[config.mk]
export PLATFORM = sky130hd
export DESIGN_NAME = ahbl_master_arbiter_flat
export DESIGN_NICKNAME = d
export VERILOG_FILES = /design/src/rtl/ahbl_master_arbiter_if.sv /design/src/rtl/ahbl_master_arbiter.sv /design/src/flat_wrapper.sv
export SDC_FILE = /design/constraint.sdc
export NUM_CORES = 1
export LEC_CHECK = 0
export ABC_AREA = 1
export CAP_MARGIN = 20
export CORE_AREA = 4 4 168 170
export DETAILED_ROUTE_END_ITERATION = 8
export DIE_AREA = 0 0 172 174
export PLACE_DENSITY_LB_ADDON = 0.05
export SKIP_CTS_REPAIR_TIMING = 1
export SYNTH_ARGS = -nofsm -noshare
export SYNTH_HDL_FRONTEND = slang
export SYNTH_SLANG_ARGS = --single-unit
[constraint.sdc]
create_clock -name HCLK -period 4.45 [get_ports HCLK]
set_clock_uncertainty 0.1 [all_clocks]
set_input_delay 0.89 -clock HCLK [delete_from_list [all_inputs] [get_ports HCLK]]
set_output_delay 0.89 -clock HCLK [all_outputs]
set_load 0.01 [all_outputs]
[src/rtl/ahbl_master_arbiter_if.sv]
// ---------------------------------------------------------------------------
// ahbl_master_arbiter_if
// Bundles the requester command/response handshake and the AHB-Lite master
// signal set used by ahbl_master_arbiter.
//   master modport : the arbiter's view (drives REQ_READY, RSP_*, H* outputs)
//   slave  modport : the environment's view (requesters plus AHB-Lite slave)
// Requester i occupies REQ_ADDR/REQ_WDATA bits [32i+31:32i] and REQ_SIZE
// bits [3i+2:3i]. NUM_REQ must match the arbiter's NUM_REQ.
// ---------------------------------------------------------------------------
interface ahbl_master_arbiter_if #(
  parameter int NUM_REQ = 4
);
  logic [NUM_REQ-1:0]    REQ_VALID;
  logic [NUM_REQ-1:0]    REQ_READY;
  logic [NUM_REQ-1:0]    REQ_WRITE;
  logic [32*NUM_REQ-1:0] REQ_ADDR;
  logic [3*NUM_REQ-1:0]  REQ_SIZE;
  logic [32*NUM_REQ-1:0] REQ_WDATA;
  logic [NUM_REQ-1:0]    RSP_VALID;
  logic [31:0]           RSP_RDATA;
  logic                  RSP_ERR;
  logic [31:0]           HADDR;
  logic [1:0]            HTRANS;
  logic                  HWRITE;
  logic [2:0]            HSIZE;
  logic [31:0]           HWDATA;
  logic [2:0]            HBURST;
  logic [3:0]            HPROT;
  logic                  HMASTLOCK;
  logic [31:0]           HRDATA;
  logic                  HREADY;
  logic                  HRESP;

  modport master (
    input  REQ_VALID, REQ_WRITE, REQ_ADDR, REQ_SIZE, REQ_WDATA,
    input  HRDATA, HREADY, HRESP,
    output REQ_READY, RSP_VALID, RSP_RDATA, RSP_ERR,
    output HADDR, HTRANS, HWRITE, HSIZE, HWDATA, HBURST, HPROT, HMASTLOCK
  );

  modport slave (
    output REQ_VALID, REQ_WRITE, REQ_ADDR, REQ_SIZE, REQ_WDATA,
    output HRDATA, HREADY, HRESP,
    input  REQ_READY, RSP_VALID, RSP_RDATA, RSP_ERR,
    input  HADDR, HTRANS, HWRITE, HSIZE, HWDATA, HBURST, HPROT, HMASTLOCK
  );
endinterface

[src/rtl/ahbl_master_arbiter.sv]
// ---------------------------------------------------------------------------
// ahbl_master_arbiter
// Round-robin arbiter that serialises single-beat read/write commands from
// NUM_REQ requesters onto one AHB-Lite master port as non-overlapping NONSEQ
// transfers, returning read data and error status to the issuing requester.
// Ports:
//   HCLK    : bus clock, rising edge
//   HRESETN : asynchronous active-low reset
//   bus     : ahbl_master_arbiter_if.master (requester handshake + AHB-Lite)
// Misaligned or oversized commands never reach the bus; they are answered
// with an error one cycle after acceptance.
// ---------------------------------------------------------------------------
module ahbl_master_arbiter #(
  parameter int NUM_REQ = 4
) (
  input  logic                         HCLK,
  input  logic                         HRESETN,
  ahbl_master_arbiter_if.master        bus
);

  localparam int IDX_W = (NUM_REQ > 1) ? $clog2(NUM_REQ) : 1;

  typedef enum logic [1:0] {
    ST_IDLE = 2'd0,
    ST_ADDR = 2'd1,
    ST_DATA = 2'd2
  } state_t;

  // Only byte, halfword and word are supported, and they must be naturally aligned.
  function automatic logic cmd_legal(input logic [2:0] size, input logic [1:0] addr_lsb);
    logic ok;
    case (size)
      3'd0:    ok = 1'b1;
      3'd1:    ok = (addr_lsb[0] == 1'b0);
      3'd2:    ok = (addr_lsb == 2'b00);
      default: ok = 1'b0;
    endcase
    return ok;
  endfunction

  function automatic logic [NUM_REQ-1:0] onehot(input logic [IDX_W-1:0] idx);
    logic [NUM_REQ-1:0] vec;
    vec      = '0;
    vec[idx] = 1'b1;
    return vec;
  endfunction

  state_t               state_r;
  logic [IDX_W-1:0]     ptr_r;
  logic [31:0]          cmd_wdata_r;
  logic [1:0]           htrans_r;
  logic [31:0]          haddr_r;
  logic                 hwrite_r;
  logic [2:0]           hsize_r;
  logic [31:0]          hwdata_r;
  logic [NUM_REQ-1:0]   rsp_valid_r;
  logic [31:0]          rsp_rdata_r;
  logic                 rsp_err_r;

  logic [31:0]          req_addr_s  [NUM_REQ];
  logic [31:0]          req_wdata_s [NUM_REQ];
  logic [2:0]           req_size_s  [NUM_REQ];
  logic                 gnt_found_s;
  logic [IDX_W-1:0]     gnt_idx_s;
  logic [IDX_W-1:0]     cand_s;
  logic [NUM_REQ-1:0]   ready_s;

  // Unpack the flat per-requester command buses into arrays.
  always_comb begin
    for (int i = 0; i < NUM_REQ; i++) begin
      req_addr_s[i]  = bus.REQ_ADDR[32*i +: 32];
      req_wdata_s[i] = bus.REQ_WDATA[32*i +: 32];
      req_size_s[i]  = bus.REQ_SIZE[3*i +: 3];
    end
  end

  // Round-robin pick: walk from the farthest candidate back to ptr+1 so the
  // nearest valid requester after ptr is the last (winning) assignment.
  always_comb begin
    gnt_found_s = |bus.REQ_VALID;
    gnt_idx_s   = '0;
    cand_s      = '0;
    for (int k = NUM_REQ; k >= 1; k--) begin
      cand_s    = IDX_W'((int'(ptr_r) + k) % NUM_REQ);
      gnt_idx_s = bus.REQ_VALID[cand_s] ? cand_s : gnt_idx_s;
    end
  end

  // Accept is only offered in IDLE and never while reset is held.
  always_comb begin
    ready_s = '0;
    if ((state_r == ST_IDLE) && gnt_found_s && HRESETN) begin
      ready_s = onehot(gnt_idx_s);
    end else begin
      ready_s = '0;
    end
  end

  // Sequencer: accept/check in IDLE, NONSEQ in ADDR, collect result in DATA.
  always_ff @(posedge HCLK or negedge HRESETN) begin
    if (!HRESETN) begin
      state_r     <= ST_IDLE;
      ptr_r       <= IDX_W'(NUM_REQ - 1);
      cmd_wdata_r <= 32'h0000_0000;
      htrans_r    <= 2'b00;
      haddr_r     <= 32'h0000_0000;
      hwrite_r    <= 1'b0;
      hsize_r     <= 3'b000;
      hwdata_r    <= 32'h0000_0000;
      rsp_valid_r <= '0;
      rsp_rdata_r <= 32'h0000_0000;
      rsp_err_r   <= 1'b0;
    end else begin
      rsp_valid_r <= '0;
      case (state_r)
        ST_IDLE: begin
          if (gnt_found_s) begin
            ptr_r       <= gnt_idx_s;
            cmd_wdata_r <= req_wdata_s[gnt_idx_s];
            if (cmd_legal(req_size_s[gnt_idx_s], req_addr_s[gnt_idx_s][1:0])) begin
              state_r  <= ST_ADDR;
              htrans_r <= 2'b10;
              haddr_r  <= req_addr_s[gnt_idx_s];
              hwrite_r <= bus.REQ_WRITE[gnt_idx_s];
              hsize_r  <= req_size_s[gnt_idx_s];
            end else begin
              // Rejected locally: answer next cycle, bus outputs untouched.
              rsp_valid_r <= onehot(gnt_idx_s);
              rsp_err_r   <= 1'b1;
              rsp_rdata_r <= 32'h0000_0000;
            end
          end
        end
        ST_ADDR: begin
          if (bus.HREADY) begin
            state_r  <= ST_DATA;
            htrans_r <= 2'b00;
            if (hwrite_r) begin
              hwdata_r <= cmd_wdata_r;
            end
          end
        end
        ST_DATA: begin
          // An ERROR's first (HREADY=0) cycle is just a wait; sample on HREADY=1.
          if (bus.HREADY) begin
            state_r     <= ST_IDLE;
            rsp_valid_r <= onehot(ptr_r);
            rsp_err_r   <= bus.HRESP;
            rsp_rdata_r <= hwrite_r ? 32'h0000_0000 : bus.HRDATA;
          end
        end
        default: begin
          state_r  <= ST_IDLE;
          htrans_r <= 2'b00;
        end
      endcase
    end
  end

  assign bus.REQ_READY = ready_s;
  assign bus.RSP_VALID = rsp_valid_r;
  assign bus.RSP_RDATA = rsp_rdata_r;
  assign bus.RSP_ERR   = rsp_err_r;
  assign bus.HADDR     = haddr_r;
  assign bus.HTRANS    = htrans_r;
  assign bus.HWRITE    = hwrite_r;
  assign bus.HSIZE     = hsize_r;
  assign bus.HWDATA    = hwdata_r;
  assign bus.HBURST    = 3'b000;
  assign bus.HPROT     = 4'b0011;
  assign bus.HMASTLOCK = 1'b0;

endmodule
[src/flat_wrapper.sv]
// flat-port wrapper written by rule: the top's interface ports become plain ports
module ahbl_master_arbiter_flat 
#(
  parameter int NUM_REQ = 4
)
  (HCLK, HRESETN, bus_REQ_VALID, bus_REQ_WRITE, bus_REQ_ADDR, bus_REQ_SIZE, bus_REQ_WDATA, bus_HRDATA, bus_HREADY, bus_HRESP, bus_REQ_READY, bus_RSP_VALID, bus_RSP_RDATA, bus_RSP_ERR, bus_HADDR, bus_HTRANS, bus_HWRITE, bus_HSIZE, bus_HWDATA, bus_HBURST, bus_HPROT, bus_HMASTLOCK);
  ahbl_master_arbiter_if #(.NUM_REQ(NUM_REQ)) bus_i ();
  input  logic HCLK;
  input  logic HRESETN;
  input wire logic [$bits(bus_i.REQ_VALID)-1:0] bus_REQ_VALID;
  input wire logic [$bits(bus_i.REQ_WRITE)-1:0] bus_REQ_WRITE;
  input wire logic [$bits(bus_i.REQ_ADDR)-1:0] bus_REQ_ADDR;
  input wire logic [$bits(bus_i.REQ_SIZE)-1:0] bus_REQ_SIZE;
  input wire logic [$bits(bus_i.REQ_WDATA)-1:0] bus_REQ_WDATA;
  input wire logic [$bits(bus_i.HRDATA)-1:0] bus_HRDATA;
  input wire logic [$bits(bus_i.HREADY)-1:0] bus_HREADY;
  input wire logic [$bits(bus_i.HRESP)-1:0] bus_HRESP;
  output wire logic [$bits(bus_i.REQ_READY)-1:0] bus_REQ_READY;
  output wire logic [$bits(bus_i.RSP_VALID)-1:0] bus_RSP_VALID;
  output wire logic [$bits(bus_i.RSP_RDATA)-1:0] bus_RSP_RDATA;
  output wire logic [$bits(bus_i.RSP_ERR)-1:0] bus_RSP_ERR;
  output wire logic [$bits(bus_i.HADDR)-1:0] bus_HADDR;
  output wire logic [$bits(bus_i.HTRANS)-1:0] bus_HTRANS;
  output wire logic [$bits(bus_i.HWRITE)-1:0] bus_HWRITE;
  output wire logic [$bits(bus_i.HSIZE)-1:0] bus_HSIZE;
  output wire logic [$bits(bus_i.HWDATA)-1:0] bus_HWDATA;
  output wire logic [$bits(bus_i.HBURST)-1:0] bus_HBURST;
  output wire logic [$bits(bus_i.HPROT)-1:0] bus_HPROT;
  output wire logic [$bits(bus_i.HMASTLOCK)-1:0] bus_HMASTLOCK;
  assign bus_i.REQ_VALID = bus_REQ_VALID;
  assign bus_i.REQ_WRITE = bus_REQ_WRITE;
  assign bus_i.REQ_ADDR = bus_REQ_ADDR;
  assign bus_i.REQ_SIZE = bus_REQ_SIZE;
  assign bus_i.REQ_WDATA = bus_REQ_WDATA;
  assign bus_i.HRDATA = bus_HRDATA;
  assign bus_i.HREADY = bus_HREADY;
  assign bus_i.HRESP = bus_HRESP;
  assign bus_REQ_READY = bus_i.REQ_READY;
  assign bus_RSP_VALID = bus_i.RSP_VALID;
  assign bus_RSP_RDATA = bus_i.RSP_RDATA;
  assign bus_RSP_ERR = bus_i.RSP_ERR;
  assign bus_HADDR = bus_i.HADDR;
  assign bus_HTRANS = bus_i.HTRANS;
  assign bus_HWRITE = bus_i.HWRITE;
  assign bus_HSIZE = bus_i.HSIZE;
  assign bus_HWDATA = bus_i.HWDATA;
  assign bus_HBURST = bus_i.HBURST;
  assign bus_HPROT = bus_i.HPROT;
  assign bus_HMASTLOCK = bus_i.HMASTLOCK;
  ahbl_master_arbiter #(.NUM_REQ(NUM_REQ)) u_core (.HCLK(HCLK), .HRESETN(HRESETN), .bus(bus_i));
endmodule
**Run 1: the metal 4 layer**

(2 px per micron)
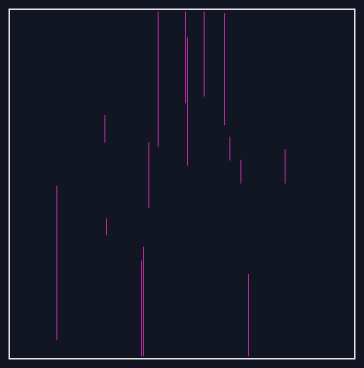
- nets with wire on the layer: 10
- share of all routed wire: 2.0%
- main direction: vertical
- longest straight run: 76.8 microns

**Run 1: routing congestion**

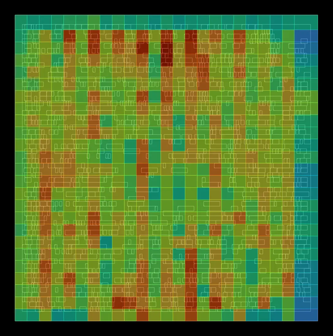
Global Route Usage Sum: 19.3%
met3 Resource Use GR: 5.78%
Util after Layout: 47.2%
wire length per cell: 17.5 microns

**Run 1: placement density heat map**

(1.5 px per micron) 17 x 17 tiles, from white (low) to dark blue (high), 0 to 100% covered.
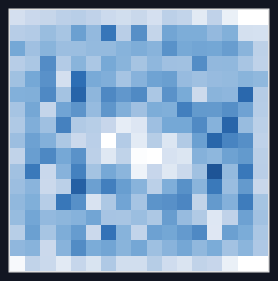
- tiles over 75% full: 2.4%
- emptiest ninth of the die: center
- densest ninth of the die: middle right
- mean over tiles: 41%
- nearly empty tiles: 2.4%
- fullest tile: 85%

==> flow_metrics.py, run 1 <==
# Flow results
metrics = {
    "placed_design": {
        "place_ws_ns": 0.487,
        "port_buffers": 421,
        "post_dp_cell_area_sq_um": 11900,
        "hpwl_microns": 23100,
        "gp_congestion": 0.789,
    },
    "global_routing": {
        "met2_usage_pct": 34.9,
        "gr-usage-met1_pct": 21.9,
        "overflow": 0,
        "grt_max_degree": 68,
        "top_usage_layer": "met2",
        "grt_pass1_wl_microns": 44800,
    },
    "layout": {
        "nFillCells": 2653,
        "sh_seq_area_pct": 28.2,
        "signal_buffers": 440,
        "inverters": 55,
        "final-nonclk-buf-share_pct": 34.9,
        "combGateArea_sq_um": 3370,
        "diodes": 1,
        "logic_gates": 712,
        "sh_comb_area_pct": 26.7,
        "final_layout_top_logic_cell": "clkdlybuf4s50_1",
        "regArea_sq_um": 3560,
        "most-common-layout-cells": "clkdlybuf4s50_1, nand2_1, dfrtp_1, o21ai_0, nand3_1",
        "drive_gt1_share_pct": 6.08,
        "largest_class": "buffers",
    },
    "setup_path": {
        "rr_startpoint": "u_core.ptr_r[0]",
        "crit_chain": "inv_2 -> ha_1 -> inv_1 -> nand2_1 -> nand2_1 -> nand2_1 -> nand2_2 -> inv_2 -> nor3_1 -> clkdlybuf4s50_1",
        "path_buffers": 4,
        "timing.rr.end": "u_core.bus.HADDR[13]",
        "max_stage_delay_ns": 0.61,
        "cp.arrival_ns": 2.99,
        "critPathKind": "register to output port",
        "cp_data_required_time_ns": 3.46,
        "reg2reg_depth": 21,
        "startpoint": "u_core.ptr_r[0]",
        "cp_common_cell": "nand2_1",
        "critPathCaptureType": "output port",
        "slowest_stage": "dfstp_2",
        "critPathLaunchType": "register",
        "reg2reg_slack_ns": 1.09,
    },
    "synthesis": {
        "ys_cells": 973,
        "avgSynthCellArea_sq_um": 7.63,
        "synth-main-ff-cell": "dfrtp_1",
        "ys_types": 34,
        "logic_family": "simple AND/OR/NAND/NOR gates",
        "synth-edff-count": 0,
        "synth_top_cell_by_count": "nand2_1",
        "ys_top_cells_by_count": "nand2_1, dfrtp_1, o21ai_0, nand3_1, inv_1",
        "ys_seq_share_pct": 47.9,
        "top_area_share_pct": 47.2,
        "yosys.area_share.xor_xnor_pct": 0,
        "synth-async-reset-ratio_pct": 100,
    },
    "power": {
        "power.switching_mw": 4.91,
        "comb-power_mw": 6.52,
        "intPower_mw": 5.38,
        "p_leak_nw": 5.55,
        "p_per_area_nw_per_um2": 816,
        "p_clk_mw": 1.58,
    },
    "floorplan": {
        "chipArea_sq_um": 29900,
        "fp_util_pct": 27.8,
        "rows": 60,
        "die_x_microns": 172,
        "tapCellCount": 341,
    },
    "route": {
        "wl_met3_microns": 2210,
        "highest_layer": "met4",
        "vias": 7817,
        "dr.pass1.iters": 5,
        "wl_microns": 30100,
        "vias_per_cell": 4.54,
        "ant_nets": 0,
        "wl_met1_microns": 11700,
    },
    "timing": {
        "hold_viol_final": 0,
        "fin_ws_ns": 0.474,
        "max_freq_mhz": 252,
        "fin_crit_sh_pct": 89.3,
        "rsz0062_at_grt": "no",
        "setup_viol": 0,
        "hold_slack_ns": 0.266,
        "final_max_slew_viol_count": 0,
        "worstMarginPinSlew_ns": 0.850,
        "relSlewSlack_pct": 43.3,
    },
    "clock_tree": {
        "clock_latency_ns": 0.42,
        "ctsHtreeMaxLevel": 4,
        "clock_sinks": 142,
        "clk_pin_slew_ns": 0.06,
        "cts_made_buffers": 17,
    },
    "status": {
        "status": "completed",
    },
    "flow_run": {
        "warnings": 29,
    },
}
**Run 1: power grid**

(3 px per micron) Pins as bars on the die edge.
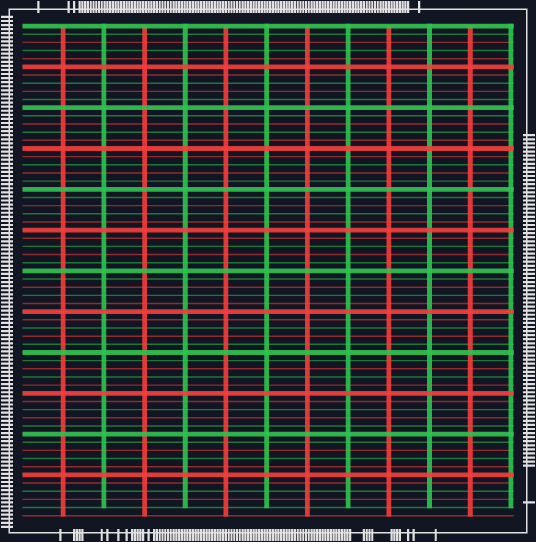

==> run 1 -> run 2 <==
--- a/config.mk
+++ b/config.mk
@@ -7,9 +7,9 @@
 export LEC_CHECK = 0
 export ABC_AREA = 1
 export CAP_MARGIN = 20
-export CORE_AREA = 4 4 168 170
+export CORE_AREA = 2 2 166 168
 export DETAILED_ROUTE_END_ITERATION = 8
-export DIE_AREA = 0 0 172 174
+export DIE_AREA = 0 0 168 170
 export PLACE_DENSITY_LB_ADDON = 0.05
 export SKIP_CTS_REPAIR_TIMING = 1
 export SYNTH_ARGS = -nofsm -noshare
**Run 2: power grid**

(3 px per micron) Pins as bars on the die edge.
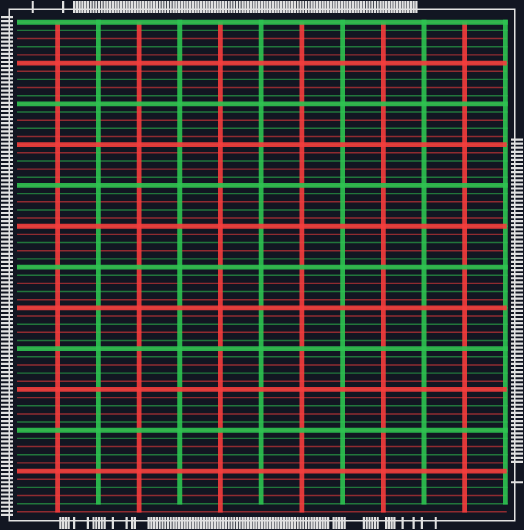
- red: VSS
- green: VDD
- met5 straps: 12
- met1 rails: 61
- rows: 60

==> run 2 against run 1 <==
Die size is 4.6% lower. Sequential share of layout area is essentially flat. Core utilization is 0.14 points higher. Final cell count barely moved. Register-to-register slack improved by 0.02 ns. Synthesized cell count is the same. Largest power group unchanged. Combinational power about the same. Critical path depth did not move. First-iteration DRC count rose by 19%. Clock power decreased by 3%. Critical path type is now input pin to output port. Area after synthesis stayed put. Via count is 1.5% higher.
==> flow_metrics.py, run 2 <==
# Flow results
metrics = {
    "timing": {
        "worstMarginPinSlew_ns": 0.800,
        "final_max_slew_viol_count": 0,
        "fin_crit_sh_pct": 88.3,
        "hold_viol_final": 0,
        "relSlewSlack_pct": 46.7,
    },
    "setup_path": {
        "startpoint": "bus_REQ_VALID[3]",
        "critPathLaunchType": "input pin",
        "reg2reg_slack_ns": 1.11,
        "max_stage_delay_ns": 0.55,
        "cp.arrival_ns": 2.94,
        "crit_chain": "clkdlybuf4s50_1 -> inv_1 -> o21ai_1 -> nand2_1 -> nand2_1 -> nand2_2 -> inv_2 -> nand2_1 -> nor2_1 -> clkdlybuf4s50_1",
        "reg2reg_depth": 20,
        "critPathKind": "input pin to output port",
        "path_buffers": 4,
        "rr_startpoint": "u_core.ptr_r[0]",
        "timing.rr.end": "u_core.bus.HADDR[1]",
    },
    "global_routing": {
        "gr-usage-met1_pct": 23.7,
        "top_usage_layer": "met2",
        "grt_pass1_wl_microns": 44100,
        "antenna_found_initial": 2,
        "overflow": 0,
        "met2_usage_pct": 34.8,
        "grt_use_total_pct": 20.1,
        "grt_max_degree": 142,
    },
    "layout": {
        "nFillCells": 2639,
        "final_core_util_pct": 47.3,
        "drive_gt1_share_pct": 6.02,
        "sh_comb_area_pct": 26.7,
        "combGateArea_sq_um": 3370,
        "regArea_sq_um": 3560,
        "inverters": 55,
        "most-common-layout-cells": "clkdlybuf4s50_1, nand2_1, dfrtp_1, o21ai_0, nand3_1",
        "final-nonclk-buf-share_pct": 35.0,
        "sh_seq_area_pct": 28.2,
        "signal_buffers": 438,
        "diodes": 2,
        "largest_class": "buffers",
        "logic_gates": 712,
    },
    "placed_design": {
        "gp_congestion": 0.794,
        "hpwl_microns": 22000,
        "port_buffers": 421,
        "post_dp_cell_area_sq_um": 12000,
    },
    "synthesis": {
        "avgSynthCellArea_sq_um": 7.63,
        "synth-async-reset-ratio_pct": 100,
        "ys_top_cells_by_count": "nand2_1, dfrtp_1, o21ai_0, nand3_1, inv_1",
        "largest_area_cell": "dfrtp_1",
        "ys_seq_share_pct": 47.9,
        "ys_types": 34,
        "synth_top_cell_by_count": "nand2_1",
        "top_area_share_pct": 47.2,
        "yosys.area_share.xor_xnor_pct": 0,
    },
    "route": {
        "dr.pass1.iters": 7,
        "vias_per_cell": 4.61,
        "wl_met1_microns": 12000,
        "highest_layer": "met4",
        "wl_microns": 29400,
        "wl_met3_microns": 1970,
        "wl_per_cell_microns": 17.1,
    },
    "floorplan": {
        "chipArea_sq_um": 28600,
        "io_pins": 431,
        "die_x_microns": 168,
        "fp_util_pct": 27.9,
        "rows": 60,
        "tapCellCount": 341,
    },
    "clock_tree": {
        "clock_latency_ns": 0.42,
        "cts_made_buffers": 17,
        "ctsHtreeMaxLevel": 4,
        "clock_sinks": 142,
        "clk_pin_slew_ns": 0.06,
    },
    "status": {
        "status": "completed",
    },
    "flow_run": {
        "warnings": 32,
    },
    "power": {
        "comb-power_mw": 6.55,
        "p_leak_nw": 5.55,
    },
}
**Run 2: the metal 4 layer**

(2 px per micron)
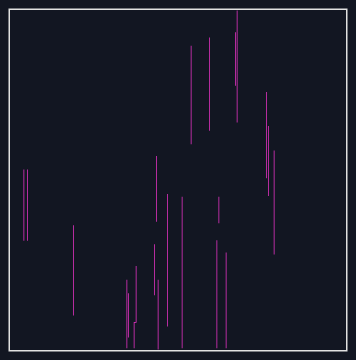
- wire length on this layer: 868 microns
- nets with wire on the layer: 19

Power is estimated from default activity; no workload was simulated.
